**Clock wires, drivers and flops**

Bar = 100 um.
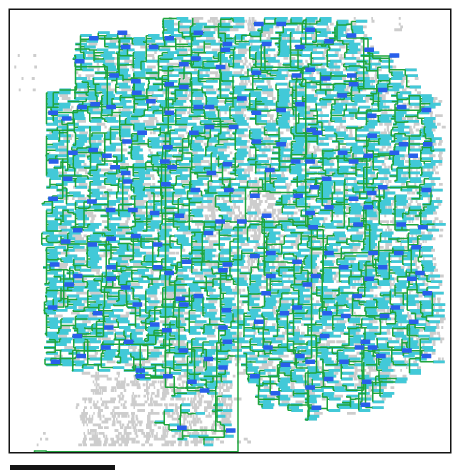
**Pin placement**

Pins as bars across the die edge, other pins in grey.
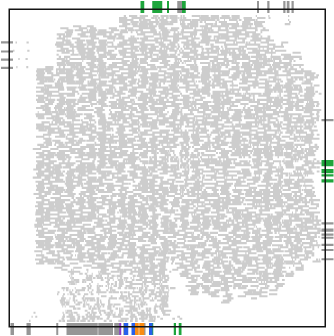
==> config.mk <==
export PLATFORM = sky130hd
export DESIGN_NAME = ap_total_collector
export DESIGN_NICKNAME = d
export VERILOG_FILES = /design/src/rtl/ap_total_pkg.sv /design/src/rtl/ap_total_ram.sv /design/src/rtl/ap_total_collector.sv
export SDC_FILE = /design/constraint.sdc
export NUM_CORES = 2
export LEC_CHECK = 0
export CAP_MARGIN = 20
export CORE_AREA = 4 4 414 416
export DETAILED_ROUTE_END_ITERATION = 12
export DIE_AREA = 0 0 418 420
export PLACE_DENSITY = 0.66
export SLEW_MARGIN = 15
export SYNTH_ARGS = -nofsm -noshare
export SYNTH_HDL_FRONTEND = slang
export SYNTH_HIERARCHICAL = 1
export SYNTH_SLANG_ARGS = --single-unit
==> constraint.sdc <==
create_clock -name clk -period 9.9 [get_ports clk]
set_clock_uncertainty 0.05 [all_clocks]
set_input_delay 1.98 -clock clk [delete_from_list [all_inputs] [get_ports clk]]
set_output_delay 1.98 -clock clk [all_outputs]
set_load 0.05 [all_outputs]
==> deck_impl_summary.md <==
Run Summary

Die
  • Fraction of the core area occupied by cells at floorplan: 0.498
  • Core box area: 167000 um^2
  • Cell row count: 150
  • Tapcells: 2204
  • Number of ports placed on the die boundary: 149
  • Die footprint: 176000 um^2

Power and ir drop
  • Leakage power figure: 0.0290 uW
  • Net switching share of the total power: 0.199
  • Portion of total power attributed to combinational logic: 0.017
  • Areal power density over the cells: 187 nW/um^2
  • Combinational Power: 301 uW
  • Sw Pwr: 3520 uW
  • Sequential cell power: 9770 uW
  • Top pwr grp: registers
  • Peak supply drop: 0.000133 V
  • PnR Total Power: 17700 uW
  • Internal power consumption: 14100 uW
  • Sequential cell fraction of total power: 0.554

Cells and area
  • Clk_buf instances: 249
  • Area added between synthesis and finish: 13.5%
  • Flip-flop count of the largest register, all copies and words added: 2048
  • Final Instance Area: 94600 um^2
  • Sequential cell count: 2106
  • Number of inverters outside the clock class in the layout: 66
  • Non-clock buffer share: 0.0289
  • Dominant kind of cell: registers
  • Post-route core utilization: 0.566
  • Most frequently placed logic cell in the final layout: edfxtp_1
  • Flop share of the area: 0.666
  • Fraction of final layout cells sized beyond drive strength 1: 0.188
  • Multi-input gate share of total cell area: 0.205
  • Most frequent cells in the layout: edfxtp_1 (2048), mux2i_1 (424), mux4_2 (303)
  • Fillers: 12400
  • Clock distribution area overhead in the final layout: 0.0689
  • FF+latch area: 63000 um^2
  • Multi-Input Combinational: 1903

Route
  • DRC violations left: 0
  • Total met2 wirelength after detailed routing: 105000 um
  • Vias per std cell: 6.17
  • Drt first-iter violations: 5054
  • Vias after detailed routing: 43000
  • 1st-pass router iterations: 6
  • Highest layer used for signal routing: met4
  • Detailed-routed wire length on met3: 16900 um
  • Count of antenna-violating nets left after detailed routing: 0
  • Post-route met1 wirelength: 84000 um
  • Routed wire length: 213000 um

Place
  • Standard cell area after detailed placement: 88000 um^2
  • HPWL after detailed placement: 123000 um
  • # placed instances: 6592
  • Post-Place Setup Slack: 1.07 ns
  • Placer Congestion: 0.870

Global routing
  • Met3 demand-to-capacity share in global routing: 0.0455
  • Largest net degree at the start of global routing: 132
  • Tot GR Track Use: 0.243
  • Wire length of the first global-routing pass: 306000 um
  • Vias in the first global route: 43000
  • Global routing met1 resource utilization: 0.331
  • Met2 capacity usage during global routing: 0.399
  • Final global-route overflow total: 0

Critical path
  • Cell Chain, Critical Path: clkdlybuf4s50_1, nor4_1, nand4b_1, or2_2, o21ai_0, nand2_1, ha_1, a21oi_1, nand2_1, o21ai_0, a31oi_1, a41oi_1, a41oi_1, a21oi_1, buf_4, nor2b_1, nand2_1, nor2_4, buf_4
  • R2R cell count: 14
  • Critical path startpoint category: input pin
  • Endpoint kind of the worst setup timing path: register
  • Kind of cell adding the most delay to the critical path: simple AND/OR/NAND/NOR gates
  • Number of buffer and inverter stages on the critical path: 3
  • Critical path type: input pin to register
  • Worst path max stage delay: 0.82 ns
  • R2R setup slack: 4.31 ns
  • Most numerous cell on the critical path: nand2_1
  • Instance count on the critical path: 19
  • CP max-delay cell: nor2_4
  • CP Data Arrival Time: 8.61 ns
  • Highest fanout seen on the critical path: 16

Synthesis
  • Number of enable flip-flop cells: 2048
  • Post-Synthesis Mean Instance Area: 19.3 um^2
  • Sequential share of the synthesized area: 0.755
  • Synth Area in Adders: 0.00601
  • Total standard cell area after synthesis: 83300 um^2
  • Fraction of the mapped netlist area in compound gates: 0.0480
  • Largest cells by area: edfxtp_1 (74%), mux4_2 (8.2%), mux2i_1 (5.1%)
  • Multiplexer area fraction after synthesis: 0.133
  • Count of different cell masters after synthesis: 82
  • Count of instantiated cells in the yosys netlist: 4320
  • Synthesized Nets: 4461
  • Count leader, synth: edfxtp_1
  • Count of warnings emitted by yosys: 6
  • Fraction of synthesized cell area in xor and xnor cells: 0.00410
  • Area fraction in and, or, nand and nor cells: 0.0343
  • Cell accounting for the most synthesized area: edfxtp_1
  • Instance tally after logic synthesis: 4320
  • Top post-synthesis cells by count: edfxtp_1 (2048), mux2i_1 (424), mux4_2 (303), nor2_1 (140), o22ai_1 (114)
  • Top cell type's share of synthesized area: 0.738
  • Flip-flop cell with the highest count after synthesis: edfxtp_1
  • Fraction of registers with async set/reset: 0.0275

Final timing
  • Final Max Slew Viols: 0
  • Max-Slew Margin vs Limit: 0.197
  • Final cycle utilization of the critical path: 0.822
  • Final Hold Slack: 0.450 ns
  • Worst-case setup margin in the final layout: 1.76 ns
  • Final critical-path required period: 8.14 ns
  • Total Neg Setup Slack: 0 ns
  • Setup-violating endpoint count in the final report: 0
  • Unrepaired setup endpoints after global routing: false

Clock network
  • TritonCTS clock tree: built
  • Deepest clock path buffer count: 3
  • Clock slew at reported path FFs: 0.07 ns
  • Cts repair resizes: 0
  • Setup repair bufs after CTS: 0
  • Number of buffers added to fix hold violations after cts: 0
  • Cell at the root of the clock tree: clkbuf_16
  • Number of sinks handled by clock tree synthesis: 2106
  • Number of levels in the clock H-tree: 4
  • Number of buffers created by CTS: 200

Hold path
  • Path type of the worst min-delay path: register to register
  • Number of cells on the worst hold path: 1

Job
  • Number of max-cap violations: 0
  • Log Warnings: 45

Outcome
  • Outcome: finished clean
## Picture notes: 'clock wires, drivers and flops'
- flip-flops: cyan (count 2106)
- clock wires: green (length 22.2 mm)
- cells driving clock nets: blue (count 200)
- routed clock nets: 201
clock latency on the worst-skew pair: 0.84 ns
proportion of power drawn by the clock network: 0.429
reported clock group power: 7570 uW

## Picture notes: 'pin placement'
- `wr_count`: blue (pins 7; direction output; edge south)
- `rd_index`: orange (pins 6; direction output; edge south)
- `rd_data`: green (pins 32; direction output; edge 18 north, 10 east, 4 south)
- `collect_done`: purple (pins 1; direction output; edge south)
- all pins by edge: 95 south, 31 north, 19 east, 4 west
die extent in y: 420 um
number of buffer cells added on primary ports: 145
Die X: 418 um

No activity file was given, so power comes from the tool's default toggle rates.
